[config.mk]
export PLATFORM = sky130hd
export DESIGN_NAME = pwm_capture
export DESIGN_NICKNAME = d
export VERILOG_FILES = /design/src/rtl/pwm_capture.sv
export SDC_FILE = /design/constraint.sdc
export NUM_CORES = 1
export LEC_CHECK = 0
export CAP_MARGIN = 40
export CORE_MARGIN = 2
export CORE_UTILIZATION = 35
export CTS_CLUSTER_SIZE = 12
export DETAILED_ROUTE_END_ITERATION = 8
export GPL_TIMING_DRIVEN = 0
export HOLD_SLACK_MARGIN = 0.15
export PLACE_DENSITY_LB_ADDON = 0.05
export RECOVER_POWER = 100
export REMOVE_ABC_BUFFERS = 1
export SYNTH_ARGS = -nofsm -noshare
export SYNTH_HDL_FRONTEND = slang
export SYNTH_SLANG_ARGS = --single-unit
[constraint.sdc]
create_clock -name clk -period 2.9 [get_ports clk]
set_input_delay 0.29 -clock clk [delete_from_list [all_inputs] [get_ports clk]]
set_output_delay 0.29 -clock clk [all_outputs]
set_load 0.01 [all_outputs]
[src/rtl/pwm_capture.sv]
// PWM input capture: synchronizes pwm_in and measures period/high time between rising edges.
// Optional glitch filter on the synchronized level when PWM_CAPTURE_GLITCH_FILTER_EN is defined.
module pwm_capture #(
    parameter int CNT_WIDTH      = 32,
    parameter int TIMEOUT_CYCLES = 1_000_000,
    parameter int FILTER_CYCLES  = 4
) (
    input  logic                 clk,
    input  logic                 rst,
    input  logic                 enable,
    input  logic                 pwm_in,
    output logic [CNT_WIDTH-1:0] period_cycles,
    output logic [CNT_WIDTH-1:0] high_cycles,
    output logic                 meas_valid,
    output logic                 stuck,
    output logic                 stuck_level
);

    typedef enum logic [1:0] {
        IDLE,
        ARM,
        MEASURE
    } state_t;

    localparam logic [CNT_WIDTH-1:0] ONE     = CNT_WIDTH'(1);
    localparam logic [CNT_WIDTH-1:0] TO_LAST = CNT_WIDTH'(TIMEOUT_CYCLES - 1);

    if (TIMEOUT_CYCLES < 2 || FILTER_CYCLES < 1) begin : g_bad_param
        $error("pwm_capture: TIMEOUT_CYCLES must be >= 2 and FILTER_CYCLES >= 1");
    end

    state_t               state, state_nxt;
    logic                 s1, s2, lvl, lvl_d, rise;
    logic [CNT_WIDTH-1:0] cnt, cnt_nxt;
    logic [CNT_WIDTH-1:0] hi, hi_nxt;
    logic [CNT_WIDTH-1:0] idle_cnt, idle_nxt;
    logic [CNT_WIDTH-1:0] period_nxt, high_nxt;
    logic                 valid_nxt, stuck_nxt, level_nxt;

    always_ff @(posedge clk) begin
        if (rst) begin
            s1    <= 1'b0;
            s2    <= 1'b0;
            lvl_d <= 1'b0;
        end else begin
            s1    <= pwm_in;
            s2    <= s1;
            lvl_d <= lvl;
        end
    end

`ifdef PWM_CAPTURE_GLITCH_FILTER_EN
    localparam int FW = $clog2(FILTER_CYCLES + 1);

    logic [FW-1:0] flt_cnt;
    logic          flt_lvl;

    // lvl follows s2 only after FILTER_CYCLES consecutive cycles of disagreement
    always_ff @(posedge clk) begin
        if (rst) begin
            flt_cnt <= '0;
            flt_lvl <= 1'b0;
        end else if (s2 == flt_lvl) begin
            flt_cnt <= '0;
        end else if (flt_cnt == FW'(FILTER_CYCLES - 1)) begin
            flt_lvl <= s2;
            flt_cnt <= '0;
        end else begin
            flt_cnt <= flt_cnt + FW'(1);
        end
    end

    always_comb lvl = flt_lvl;
`else
    always_comb lvl = s2;
`endif

    always_comb rise = lvl & ~lvl_d;

    always_ff @(posedge clk) begin
        if (rst) begin
            state         <= IDLE;
            cnt           <= '0;
            hi            <= '0;
            idle_cnt      <= '0;
            period_cycles <= '0;
            high_cycles   <= '0;
            meas_valid    <= 1'b0;
            stuck         <= 1'b0;
            stuck_level   <= 1'b0;
        end else begin
            state         <= state_nxt;
            cnt           <= cnt_nxt;
            hi            <= hi_nxt;
            idle_cnt      <= idle_nxt;
            period_cycles <= period_nxt;
            high_cycles   <= high_nxt;
            meas_valid    <= valid_nxt;
            stuck         <= stuck_nxt;
            stuck_level   <= level_nxt;
        end
    end

    always_comb begin
        state_nxt  = state;
        cnt_nxt    = cnt;
        hi_nxt     = hi;
        idle_nxt   = idle_cnt;
        period_nxt = period_cycles;
        high_nxt   = high_cycles;
        valid_nxt  = 1'b0;
        stuck_nxt  = stuck;
        level_nxt  = stuck_level;

        if (!enable) begin
            state_nxt = IDLE;
            cnt_nxt   = '0;
            hi_nxt    = '0;
            idle_nxt  = '0;
            stuck_nxt = 1'b0;
        end else begin
            case (state)
                IDLE: begin
                    state_nxt = ARM;
                    cnt_nxt   = '0;
                    hi_nxt    = '0;
                    idle_nxt  = '0;
                end
                ARM, MEASURE: begin
                    if (rise) begin
                        // a rise always beats a coinciding timeout
                        if (state == MEASURE) begin
                            period_nxt = cnt;
                            high_nxt   = hi;
                            valid_nxt  = 1'b1;
                        end
                        state_nxt = MEASURE;
                        cnt_nxt   = ONE;
                        hi_nxt    = ONE;
                        idle_nxt  = '0;
                        stuck_nxt = 1'b0;
                    end else if (idle_cnt == TO_LAST) begin
                        state_nxt = ARM;
                        cnt_nxt   = '0;
                        hi_nxt    = '0;
                        idle_nxt  = '0;
                        stuck_nxt = 1'b1;
                        level_nxt = lvl;
                    end else begin
                        idle_nxt = idle_cnt + ONE;
                        if (state == MEASURE) begin
                            cnt_nxt = cnt + ONE;
                            hi_nxt  = hi + CNT_WIDTH'(lvl);
                        end
                    end
                end
                default: state_nxt = IDLE;
            endcase
        end
    end

endmodule

==> run_1/met3.png <==
Scale: 2 px per µm. Cells faint in the background.
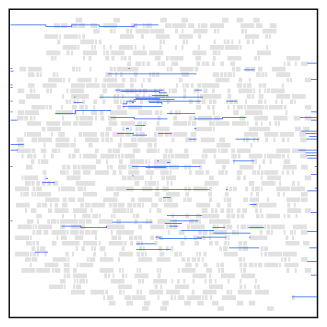
main direction	horizontal
wire length on this layer	931 µm
longest straight run	44.2 µm
via count: 7207
total wire length after detailed routing: 22380 µm
met3 track demand over resource: 0.03828

==> run_1/final_clocks.png <==
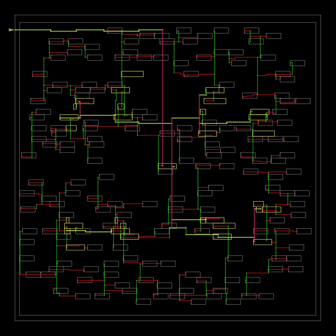
Clock Buffer Count: 22
final worst clock skew: 0.009306 ns
clock sink count: 168

==> run_1/met2.png <==
Scale: 2 px per µm.
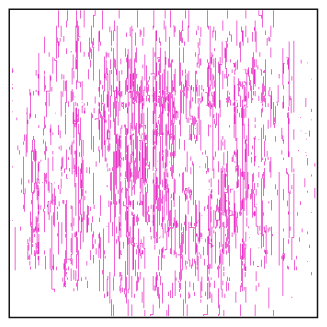
longest straight run	62.2 µm
share of all routed wire	44%
wire length on this layer	9770 µm
main direction	vertical
nets with wire on the layer	818
met2 routing resource usage after global routing: 0.2942

==> run_1/metal_stack.png <==
Scale: 2 px per µm.
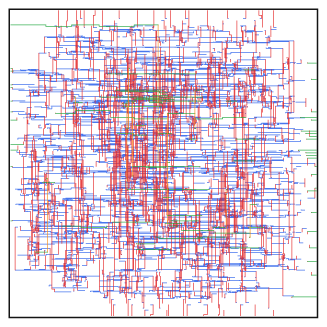
colour	layer	wire length
green	met3	931 µm
red	met2	9770 µm
orange	met4	335 µm
blue	met1	11300 µm
Global Route Usage Sum: 0.1932
average detailed-routed wire length per instance: 16.84 µm

==> notes.md, run 1 <==
Notes on the physical implementation.

- The die is 153.3 µm tall.
- The pre-CTS setup check shows a worst slack of -0.1777 ns.
- The port buffer count is 70, for reference.
- Per the synthesis report, the number of distinct cell types is 69.
- The number of buffers added by the clock tree synthesis step is 17, for reference.
- According to the hold report, the worst path is of the input port to flip-flop type.
- Of all flip-flops after synthesis, the portion carrying an async set or reset was 0.
- The fraction of cell area in sequential cells is reported as 0.3512.
- The number of max-capacitance violations reported is 0, for reference.
- 0 antenna diodes ended up in the layout.
- The logs give a warning total of 30.
- The worst hold margin is 0.3572 ns, for reference.
- The most common logic cells in the final layout are sky130_fd_sc_hd__nand2_1, sky130_fd_sc_hd__dfxtp_1, sky130_fd_sc_hd__a21oi_1.
- The worst setup path is captured at a flip-flop.
- The share of synthesized area in the top cell type comes to 0.4309.
- The cell with the largest stage delay on the worst path is sky130_fd_sc_hd__a2111oi_4, for reference.
- Per the timing report, the biggest fanout along the worst path comes to 21.
- The number of sequential cells in the layout is 168, for reference.
- The dominant cell by count in the synthesized netlist is sky130_fd_sc_hd__nand2_1, for reference.
- In the post-route analysis, the smallest setup slack over all paths is 0.1143 ns.
- The worst-skew pair later-pin latency is 0.43 ns, for reference.
- Per the placement report, the placed cell count is 1295.
- The beginning of the worst register-to-register path is state[1]$_SDFFE_PP0P_, for reference.
- The placement summary gives the final routability congestion estimate as 0.8889.
- The sequential area share after synthesis is 0.4309, for reference.
- Among all cell classes, the greatest summed area belongs to logic gates.
- For the worst setup path, the data arrival time is 3.16 ns.
- The worst hold endpoint is period_cycles[2]$_SDFFE_PP0P_, for reference.
- The placement-stage cell area is 8902 µm², for reference.
- The layout report lists the combined flip-flop and latch area as 3363 µm².
- The area fraction in and, or, nand and nor cells is 0.3227, for reference.
- The number of tapcells is 280, for reference.
- The effective utilization at floorplan is 0.3576, for reference.
- The number of global-route vias before repair came to 6700.
- Of the total synthesized cell area, the portion taken by AND-OR and OR-AND cells is 0.1452.
- The site row count is 54, for reference.
- The highest clock frequency the design can meet is 0.3590 GHz, for reference.
- The non-clock inverter count in the final layout is 22, for reference.
- The total power of the final layout is 4.885 mW, for reference.
- The area of the multi-input gates is 4199 µm², for reference.
- The sum of overflow across all layers after global routing is 0, for reference.
- The worst-case clock buffer depth is 2, for reference.
- The first detailed-routing pass ran for 5 iterations.
- Looking at the worst setup and hold paths, the clock pins of their registers show a slew of 0.07 ns.
- The script extracted a total leakage power of 3.299 nW.
- The fraction of area in multi-input gates is 0.4385, for reference.
- The post-synth design cell area is 7805 µm², for reference.
- Setup repair after global routing could not meet its margin everywhere.
- The HPWL after detailed placement is 15730 µm, for reference.
- Entering global routing, the biggest net connects 45 pins.
- The number of non-clock buffers is 89, for reference.
- The minimum clock period is 2.786 ns, for reference.
- The global-route wire length before repair is 36770 µm, for reference.
- By instance count, the cell type seen most on the critical path is sky130_fd_sc_hd__buf_4.
- The adder-cell share of the synthesized area is 0.01282, for reference.
- After floorplanning, the die was sized to cover 23510 µm².
- The family of cells with the greatest summed delay on the critical path is AND-OR/OR-AND gates, for reference.
- Post-route period utilization is reported as 0.9606.
- The design area is 9575 µm², for reference.
- Once layout is complete, the utilization of the core stands at 0.4388.
- The final tally of setup violations is 0, for reference.
- After the last flow step, the layout net total stands at 1048.
- The routed design shows a via density per instance of 5.423.
- Synthesis produced 982 cells.
- For this run, combinational gates with multiple inputs come to 738.
- Hold repair after CTS inserted 0 buffers.
- TritonCTS built the clock tree.
- Among all stages on the critical path, the maximum delay recorded is 0.60 ns.
- The commonest register cell after synthesis is sky130_fd_sc_hd__dfxtp_1, for reference.
- The flow ran to the end, and the final reports show no timing, DRC or antenna violations.
- STA lists the endpoint of the worst register-to-register path as hi[29]$_SDFFE_PP0P_.
- The worst VDD IR drop from the latest analysis is 0.0004004 V.
- The beginning of the critical path is state[1]$_SDFFE_PP0P_, for reference.
- The number of stages on the worst setup path is 8, for reference.
==> run 1: where the power goes <==
group	internal, mW	switching (mW)
Combinational	0.0349	0.0849
Sequential	2.31	0.00303
Clock	1.49	0.959
==> run 1: flip-flops by register name, summed over array words and instances (netlist names) <==
| register | cells |
|---|---|
| lvl | 1 |
| lvl_d | 1 |
| high_cycles | 32 |
| stuck_level | 1 |
| period_cycles | 32 |
| cnt | 32 |
| hi | 32 |
| state | 2 |
| stuck | 1 |
| s1 | 1 |
| meas_valid | 1 |
| idle_cnt | 32 |
==> run 1: layer usage <==
metal / track usage / routed length (µm)
met1: 0.2795 / 11340
met2: 0.2942 / 9772
met3: 0.03828 / 931
met4: 0.05068 / 335
met5: 0 / 0
## Run 2: what changed since run 1
--- a/config.mk
+++ b/config.mk
@@ -15,6 +15,7 @@
 export PLACE_DENSITY_LB_ADDON = 0.05
 export RECOVER_POWER = 100
 export REMOVE_ABC_BUFFERS = 1
+export SKIP_LAST_GASP = 1
 export SYNTH_ARGS = -nofsm -noshare
 export SYNTH_HDL_FRONTEND = slang
 export SYNTH_SLANG_ARGS = --single-unit
==> run_2/met3.png <==
Scale: 2 px per µm. Cells faint in the background.
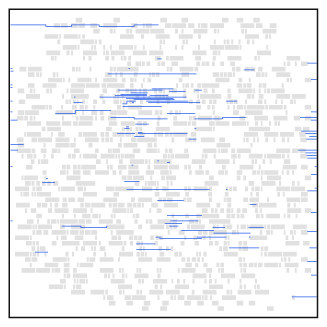
longest straight run	44.2 µm
share of all routed wire	4.2%
wire length on this layer	933 µm
nets with wire on the layer	73
main direction	horizontal
via count: 7200
total wire length after detailed routing: 22390 µm

==> run 2 against run 1 <==
Against the previous run: via count about the same; non-clock buffer count unchanged; critical endpoint unchanged; sequential share of layout area unchanged; combinational power about the same; wire length about the same; die area unchanged; largest cell class unchanged; worst hold slack about the same.
==> notes.md, run 2 <==
Notes on the physical implementation.

- The run finished with clean final reports.
- In this run the top signal layer used is met4.
- The final weighted congestion in routability-driven placement is 0.8889 (unchanged).
- The sum of overflow across all layers after global routing is 0 (unchanged).
- The number of sequential cells in the layout is 168 (unchanged), for reference.
- The largest cell class by area is logic gates, for reference.
- The worst stage delay on the critical path is 0.60 ns (about the same).
- The cell count after placement is 1295 (unchanged).
- The area of the multi-input gates was 4199 µm² (unchanged).
- The fraction of area in multi-input gates is 0.4385 (unchanged), for reference.
- The adder-cell share of the synthesized area is 0.01282 (unchanged), for reference.
- The first-pass iteration count of the detailed router is 4 (-1), for reference.
- The smallest setup slack after layout is 0.1208 ns (+0.006508 ns), for reference.
- TritonCTS built the clock tree.
- The combinational fraction of design power is 0.025 (about the same), for reference.
- The switching power total is 1.045 mW (-0.23%), for reference.
- The critical path's most frequent cell is sky130_fd_sc_hd__buf_4, for reference.
- The number of buffers added by the clock tree synthesis step came to 17 (unchanged).
- The endpoint kind of the worst setup timing path is a flip-flop, for reference.
- The number of buffers inserted for hold repair after clock tree synthesis is 0 (unchanged), for reference.
- The vertical die dimension was 153.3 µm (unchanged).
- The sequential standard cell area is 3363 µm² (unchanged), for reference.
- The area fraction in compound gates is 0.1452 (unchanged).
- The multi-input logic cell count is 738 (unchanged), for reference.
- The sequential area share after synthesis is 0.4309 (unchanged), for reference.
- The sequential share of power is 0.474 (about the same), for reference.
- The number of clock-tree buffers in the layout was 22 (unchanged).
- The count of different cell masters after synthesis is 69 (unchanged), for reference.
- The site row count came to 54 (unchanged).
- The worst-skew pair later-pin latency is 0.43 ns (about the same), for reference.
- The number of stages on the worst setup path was 8 (unchanged).
- The number of sinks driven by the clock tree is 168 (unchanged), for reference.
- The effective utilization at floorplan is 0.3576 (unchanged), for reference.
- The global router's overall resource usage is 0.1932 (unchanged), for reference.
- The HPWL after detailed placement was 15730 µm (unchanged).
- The clock network fraction of total power was 0.502 (about the same).
- The library cells used most frequently in the layout, excluding fill and tap cells, are sky130_fd_sc_hd__nand2_1, sky130_fd_sc_hd__dfxtp_1, sky130_fd_sc_hd__a21oi_1.
- The final tally of setup violations is 0 (unchanged), for reference.
- The fraction of synthesis flops using an asynchronous set or reset pin came to 0 (unchanged).
- The internal power came to 3.838 mW (about the same).
- For this run the top cell type by instance count after synthesis was sky130_fd_sc_hd__nand2_1.
==> run_2/met2.png <==
Scale: 2 px per µm.
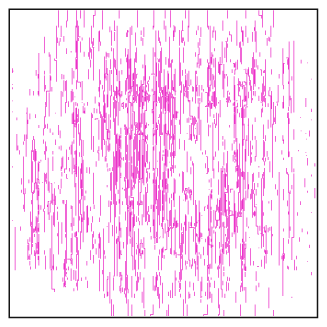
wire length on this layer	9730 µm
main direction	vertical
longest straight run	59.8 µm

run 2: cell counts in the layout (fill, tap and decap cells not counted):
Identical to the previous run, type by type.
run 2: path summary, 6_finish.rpt:
check,from,endpoint,slack [ns]
setup reg to reg,state[1]$_SDFFE_PP0P_,hi[29]$_SDFFE_PP0P_,0.12
hold / removal,rst,period_cycles[2]$_SDFFE_PP0P_,0.36
hold reg to reg,s1$_SDFF_PP0_,lvl$_SDFF_PP0_,0.44
setup / recovery,state[1]$_SDFFE_PP0P_,hi[29]$_SDFFE_PP0P_,0.12
run 2: through the flow:
step,instance area [µm²],utilization,hold slack [ns]
global placement,8622,0.3951,0.4198
global route,9575,0.4388,0.3983
finish,9575,0.4388,0.3570
CTS,9554,0.4378,0.3559
floorplan,7571,-,0.3591
detailed placement,8902,0.4079,0.4309
Power figures rest on the tool's default switching activity, not on a simulated workload.
